[config.mk]
export PLATFORM = sky130hd
export DESIGN_NAME = fetch_unit_flat
export DESIGN_NICKNAME = d
export VERILOG_FILES = /design/src/rtl/fetch_unit_if.sv /design/src/rtl/fetch_unit.sv /design/src/flat_wrapper.sv
export SDC_FILE = /design/constraint.sdc
export NUM_CORES = 1
export LEC_CHECK = 0
export CAP_MARGIN = 20
export CORE_MARGIN = 3
export CORE_UTILIZATION = 36
export DETAILED_ROUTE_END_ITERATION = 10
export HOLD_SLACK_MARGIN = 0.02
export PLACE_DENSITY = 0.8
export SYNTH_ARGS = -nofsm -noshare
export SYNTH_HDL_FRONTEND = slang
export SYNTH_SLANG_ARGS = --single-unit
[constraint.sdc]
create_clock -name Clk -period 1.2 [get_ports Clk]
set_clock_uncertainty 0.15 [all_clocks]
set_input_delay 0.12 -clock Clk [delete_from_list [all_inputs] [get_ports Clk]]
set_output_delay 0.12 -clock Clk [all_outputs]
set_load 0.01 [all_outputs]
[src/rtl/fetch_unit_if.sv]
// Handshake/bus bundle between fetch_unit, the instruction ROM and the consumer.
// The slave modport is the fetch unit's view; master is the environment's view.
interface fetch_unit_if #(
    parameter int ADDR_W = 7,
    parameter int INST_W = 16
);
    logic              Fetch_En;
    logic              Inst_Ack;
    logic              PC_Ld;
    logic [ADDR_W-1:0] Jmp_Addr;
    logic [INST_W-1:0] Mem_Data;
    logic [ADDR_W-1:0] Mem_Addr;
    logic [INST_W-1:0] Inst_Out;
    logic [ADDR_W-1:0] Inst_PC;
    logic              Inst_Valid;
    logic              PC_Wrap;

    modport slave (
        input  Fetch_En, Inst_Ack, PC_Ld, Jmp_Addr, Mem_Data,
        output Mem_Addr, Inst_Out, Inst_PC, Inst_Valid, PC_Wrap
    );

    modport master (
        output Fetch_En, Inst_Ack, PC_Ld, Jmp_Addr, Mem_Data,
        input  Mem_Addr, Inst_Out, Inst_PC, Inst_Valid, PC_Wrap
    );
endinterface

[src/rtl/fetch_unit.sv]
// Instruction fetch unit: IDLE/ISSUE/CAPTURE/HOLD sequencer over a 1-cycle ROM.
// Jump support (PC_Ld/Jmp_Addr) is compiled in only when FETCH_JUMP_EN is defined.
module fetch_unit #(
    parameter int          ADDR_W   = 7,
    parameter int          INST_W   = 16,
    parameter int unsigned RESET_PC = 0
) (
    input  logic          Clk,
    input  logic          PC_Clr,
    fetch_unit_if.slave   bus
);

    localparam logic [1:0] IDLE    = 2'd0;
    localparam logic [1:0] ISSUE   = 2'd1;
    localparam logic [1:0] CAPTURE = 2'd2;
    localparam logic [1:0] HOLD    = 2'd3;

    localparam logic [ADDR_W-1:0] RESET_PC_V = RESET_PC[ADDR_W-1:0];
    localparam logic [ADDR_W-1:0] PC_MAX     = {ADDR_W{1'b1}};

    logic [1:0]        state_q, state_d;
    logic [ADDR_W-1:0] pc_q, pc_d;
    logic [INST_W-1:0] inst_q, inst_d;
    logic [ADDR_W-1:0] inst_pc_q, inst_pc_d;
    logic              valid_q, valid_d;
    logic              wrap_q, wrap_d;
    logic              jump_s;
    logic [ADDR_W-1:0] jmp_addr_s;

`ifdef FETCH_JUMP_EN
    assign jump_s     = bus.PC_Ld;
    assign jmp_addr_s = bus.Jmp_Addr;
`else
    // Jump inputs stay on the port list but never reach the datapath.
    logic unused_jump_s;
    assign unused_jump_s = ^{bus.PC_Ld, bus.Jmp_Addr};
    assign jump_s        = 1'b0;
    assign jmp_addr_s    = {ADDR_W{1'b0}};
`endif

    // Next-state logic; a jump overrides the sequencer and drops any in-flight fetch.
    always_comb begin
        state_d   = state_q;
        pc_d      = pc_q;
        inst_d    = inst_q;
        inst_pc_d = inst_pc_q;
        valid_d   = valid_q;
        wrap_d    = wrap_q;
        if (jump_s) begin
            pc_d    = jmp_addr_s;
            valid_d = 1'b0;
            state_d = IDLE;
        end else begin
            case (state_q)
                IDLE: begin
                    if (bus.Fetch_En) begin
                        state_d = ISSUE;
                    end else begin
                        state_d = IDLE;
                    end
                end
                ISSUE: begin
                    state_d = CAPTURE;
                end
                CAPTURE: begin
                    inst_d    = bus.Mem_Data;
                    inst_pc_d = pc_q;
                    pc_d      = pc_q + ADDR_W'(1);
                    valid_d   = 1'b1;
                    state_d   = HOLD;
                    if (pc_q == PC_MAX) begin
                        wrap_d = 1'b1;
                    end else begin
                        wrap_d = wrap_q;
                    end
                end
                HOLD: begin
                    if (bus.Inst_Ack) begin
                        valid_d = 1'b0;
                        if (bus.Fetch_En) begin
                            state_d = ISSUE;
                        end else begin
                            state_d = IDLE;
                        end
                    end else begin
                        state_d = HOLD;
                    end
                end
                default: begin
                    state_d = IDLE;
                end
            endcase
        end
    end

    // State registers with synchronous clear taking priority over everything.
    always_ff @(posedge Clk) begin
        if (PC_Clr) begin
            state_q   <= IDLE;
            pc_q      <= RESET_PC_V;
            inst_q    <= {INST_W{1'b0}};
            inst_pc_q <= {ADDR_W{1'b0}};
            valid_q   <= 1'b0;
            wrap_q    <= 1'b0;
        end else begin
            state_q   <= state_d;
            pc_q      <= pc_d;
            inst_q    <= inst_d;
            inst_pc_q <= inst_pc_d;
            valid_q   <= valid_d;
            wrap_q    <= wrap_d;
        end
    end

    assign bus.Mem_Addr   = pc_q;
    assign bus.Inst_Out   = inst_q;
    assign bus.Inst_PC    = inst_pc_q;
    assign bus.Inst_Valid = valid_q;
    assign bus.PC_Wrap    = wrap_q;

endmodule

[src/flat_wrapper.sv]
// flat-port wrapper written by rule: the top's interface ports become plain ports
module fetch_unit_flat 
#(
    parameter int          ADDR_W   = 7,
    parameter int          INST_W   = 16,
    parameter int unsigned RESET_PC = 0
)
  (Clk, PC_Clr, bus_Fetch_En, bus_Inst_Ack, bus_PC_Ld, bus_Jmp_Addr, bus_Mem_Data, bus_Mem_Addr, bus_Inst_Out, bus_Inst_PC, bus_Inst_Valid, bus_PC_Wrap);
  fetch_unit_if #(.ADDR_W(ADDR_W), .INST_W(INST_W)) bus_i ();
  input  logic Clk;
  input  logic PC_Clr;
  input wire logic [$bits(bus_i.Fetch_En)-1:0] bus_Fetch_En;
  input wire logic [$bits(bus_i.Inst_Ack)-1:0] bus_Inst_Ack;
  input wire logic [$bits(bus_i.PC_Ld)-1:0] bus_PC_Ld;
  input wire logic [$bits(bus_i.Jmp_Addr)-1:0] bus_Jmp_Addr;
  input wire logic [$bits(bus_i.Mem_Data)-1:0] bus_Mem_Data;
  output wire logic [$bits(bus_i.Mem_Addr)-1:0] bus_Mem_Addr;
  output wire logic [$bits(bus_i.Inst_Out)-1:0] bus_Inst_Out;
  output wire logic [$bits(bus_i.Inst_PC)-1:0] bus_Inst_PC;
  output wire logic [$bits(bus_i.Inst_Valid)-1:0] bus_Inst_Valid;
  output wire logic [$bits(bus_i.PC_Wrap)-1:0] bus_PC_Wrap;
  assign bus_i.Fetch_En = bus_Fetch_En;
  assign bus_i.Inst_Ack = bus_Inst_Ack;
  assign bus_i.PC_Ld = bus_PC_Ld;
  assign bus_i.Jmp_Addr = bus_Jmp_Addr;
  assign bus_i.Mem_Data = bus_Mem_Data;
  assign bus_Mem_Addr = bus_i.Mem_Addr;
  assign bus_Inst_Out = bus_i.Inst_Out;
  assign bus_Inst_PC = bus_i.Inst_PC;
  assign bus_Inst_Valid = bus_i.Inst_Valid;
  assign bus_PC_Wrap = bus_i.PC_Wrap;
  fetch_unit #(.ADDR_W(ADDR_W), .INST_W(INST_W), .RESET_PC(RESET_PC)) u_core (.Clk(Clk), .PC_Clr(PC_Clr), .bus(bus_i));
endmodule
**Placement by cell class**

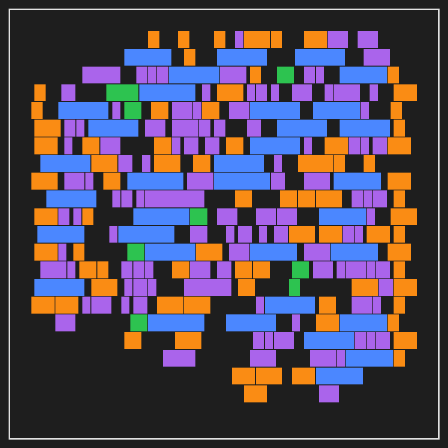
| class | colour | cells | share of their area |
|---|---|---|---|
| flops | blue | 34 | 34% |
| all other logic | purple | 110 | 34% |
| clock drivers and dummy loads | green | 8 | 3.0% |
| other buffers and delay cells | orange | 75 | 29% |

**Sequential cells coloured by netlist name**

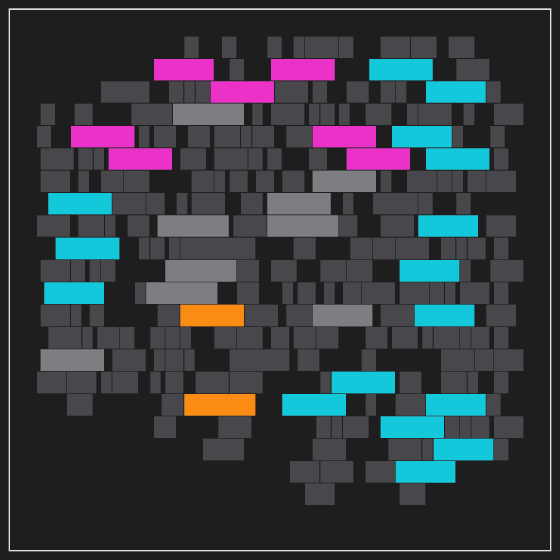
| netlist name | colour | flops |
|---|---|---|
| `u_core.bus.Inst_Out` | cyan | 16 |
| `u_core.bus.Inst_PC` | magenta | 7 |
| `u_core.state_q` | orange | 2 |

**Local utilization**

The die is cut into 7 by 7 equal tiles; black is low, pale yellow is high, 0 to 100% covered.
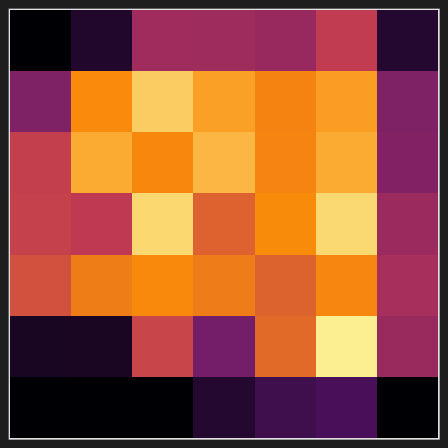
nearly empty tiles: 10%
fullest tile: 97%
tiles over 75% full: 18%
mean over tiles: 49%

**Sizing map**

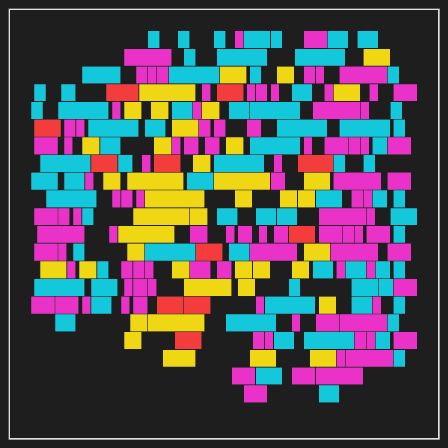
| size | colour | cells | share |
|---|---|---|---|
| drive 2 | cyan | 75 | 33% |
| drive 6 and up | red | 11 | 4.8% |
| drive 1 or less | magenta | 100 | 44% |
| drive 3 to 4 | yellow | 41 | 18% |

==> flow_summary.yaml <==
# synthesis and place-and-route metrics
setup_path:
  worstSetupStartpointType: "flip-flop"
  path_cells: "ha_4, and4b_2, a21oi_2, a31o_2"
  crit_arrival_ns: 1.40
  crit_family: "flip-flops"
  worstSetupEndpointType: "flip-flop"
  cpPeakStageDelay_ns: 0.38
  crit_fanout: 5
  critical_path_class: "flip-flop to flip-flop"
timing:
  finalCritPeriodShare_pct: 109
  slew_headroom_pct: 83.8
  worst_pin_slew_ns: 0.241
  fmax_mhz: 762
  setup_viol: 33
  rsz0062_at_grt: "yes"
  setup_slack_ns: -0.112
  drv_slew: 0
grt:
  gr-total-overflow: 0
  grt_max_degree: 18
  antenna_found_initial: 0
power_and_ir_drop:
  p_per_area_nw_per_um2: 1060
  vdd_drop_max_uv: 708
cts:
  postCtsHoldBufs: 0
  clock-sinks: 34
  cts_tree: "yes"
  clk_pin_slew_worst_paths_ns: 0.11
  cts_root_buf: "clkbuf_4"
  cts_max_level: 2
logic_synthesis:
  ys_types: 22
  yosysWarnings: 0
  synth_area_um2: 1280
  syn_area_per_cell_um2: 8.29
  ys_seq_share_pct: 53.0
  yosysCellCount: 155
  yosysChipArea_um2: 1280
  synth_cells: 155
  fp_nets: 184
run_status:
  violations: "negative setup slack"
  status: "finished with violations"
floorplanning:
  fp.dieH_um: 65.7
  die-area_um2: 4320
  initial_core_util_pct: 37.9
  io_pins: 60
  rows: 21
hold_path:
  hold_class: "input port to flip-flop"
finish:
  final-comb-area_um2: 712
  nNetsFinal: 255
  lay_top_cells: "nand2_1, clkdlybuf4s50_1, a21oi_2, buf_4, dfxtp_2"
  utilization_pct: 64.3
  n_antenna_cell: 0
route:
  route.detailed.drc: 0
  via_per_inst: 4.78
  drt_iter0_drc: 37
  ant_nets: 0
placement:
  placed_area_um2: 1950
  dp_hpwl_um: 2120
job:
  cap_viol_max_count: 0
[cell usage after synthesis, drive strengths merged]
cell / instances / area, um2
or3: 2 / 12.5
a21oi: 29 / 145
nor2b: 2 / 12.5
nand3b: 2 / 27.5
o21ai: 3 / 15.0
and4b: 1 / 10.0
nand2b: 3 / 18.8
and3: 1 / 6.26
nor2: 8 / 30.0
buf: 7 / 52.6
xnor2: 1 / 8.76
o22ai: 1 / 6.26
xor2: 1 / 8.76
clkbuf: 4 / 15.0
nand2: 50 / 188
dfxtp: 34 / 681
nand4: 1 / 6.26
a31oi: 1 / 6.26
ha: 1 / 12.5
a31o: 2 / 17.5
nand3: 1 / 5.00
[state kept, by name, indices dropped and copies added (netlist names)]
name,count
u_core.bus.Inst_Out,16
u_core.bus.Inst_PC,7
u_core.bus.Mem_Addr,7
u_core.state_q,2
u_core.bus.Inst_Valid,1
u_core.bus.PC_Wrap,1
[routing by layer]
layer	up-vias	global-route usage [%]	part of all wire, %
met5	-	0	0
li1	652	-	-
met2	49	25.0	48
met3	4	6.15	9.0
met4	0	8.55	0.90
met1	600	17.9	42
[power breakdown]
group	internal, uW	total, uW	switching [uW]
Clock	281	664	383
Combinational	233	442	209
Sequential	1170	1200	33.6
[worst paths after layout]
kind                                                 to  depth (start not counted)                    from
worst max-delay path             u_core.bus.Mem_Addr[6]                          4  u_core.bus.Mem_Addr[1]
worst min-delay path            u_core.bus.Inst_Out[15]                          3        bus_Mem_Data[15]
worst max register to register   u_core.bus.Mem_Addr[6]                          4  u_core.bus.Mem_Addr[1]
worst min register to register   u_core.bus.Inst_Out[8]                          2  u_core.bus.Inst_Out[8]
[cell families (layout without fill, tap and decap cells)]
group | after synthesis | count (layout) | share of synthesized area [%]
AND-OR/OR-AND | 36 | 36 | 14.8
XOR/XNOR | 2 | 2 | 1.36
adder cells (fa/ha/maj) | 1 | 1 | 0.974
buffers and inverters | 11 | 83 | 5.26
flip-flops | 34 | 34 | 53.0
AND/OR/NAND/NOR | 71 | 71 | 24.6
[worst reg2reg max path: stages, from the launching register on]
cell	delay, ns
dfxtp_4	0.38
ha_4	0.13
and4b_2	0.29
a21oi_2	0.06
a31o_2	0.20
[repair_timing]
item | in CTS | in global routing
setup buffers | 3 | 2
endpoints found under the setup margin | 61 | 59
resized | 110 | 82
pin swaps | 7 | 21
cloned | 0 | 2
[layout make-up]
cell class / count / area share [%]
multi-input cells: 110 / 32.6
well taps: 46 / 2.64
repair buffers: 75 / 28.6
clock inverters: 2 / 0.574
clock buffers: 6 / 2.35
flip-flops and latches: 34 / 33.2
[stage by stage]
step	total power, uW	setup WS (ns)
finish	2310	-0.112
global route	2430	-0.172
CTS	2250	-0.100
detailed placement	1590	-0.160
global placement	1590	-0.137
floorplan	1410	-0.0886
Power figures rest on the tool's default switching activity, not on a simulated workload.
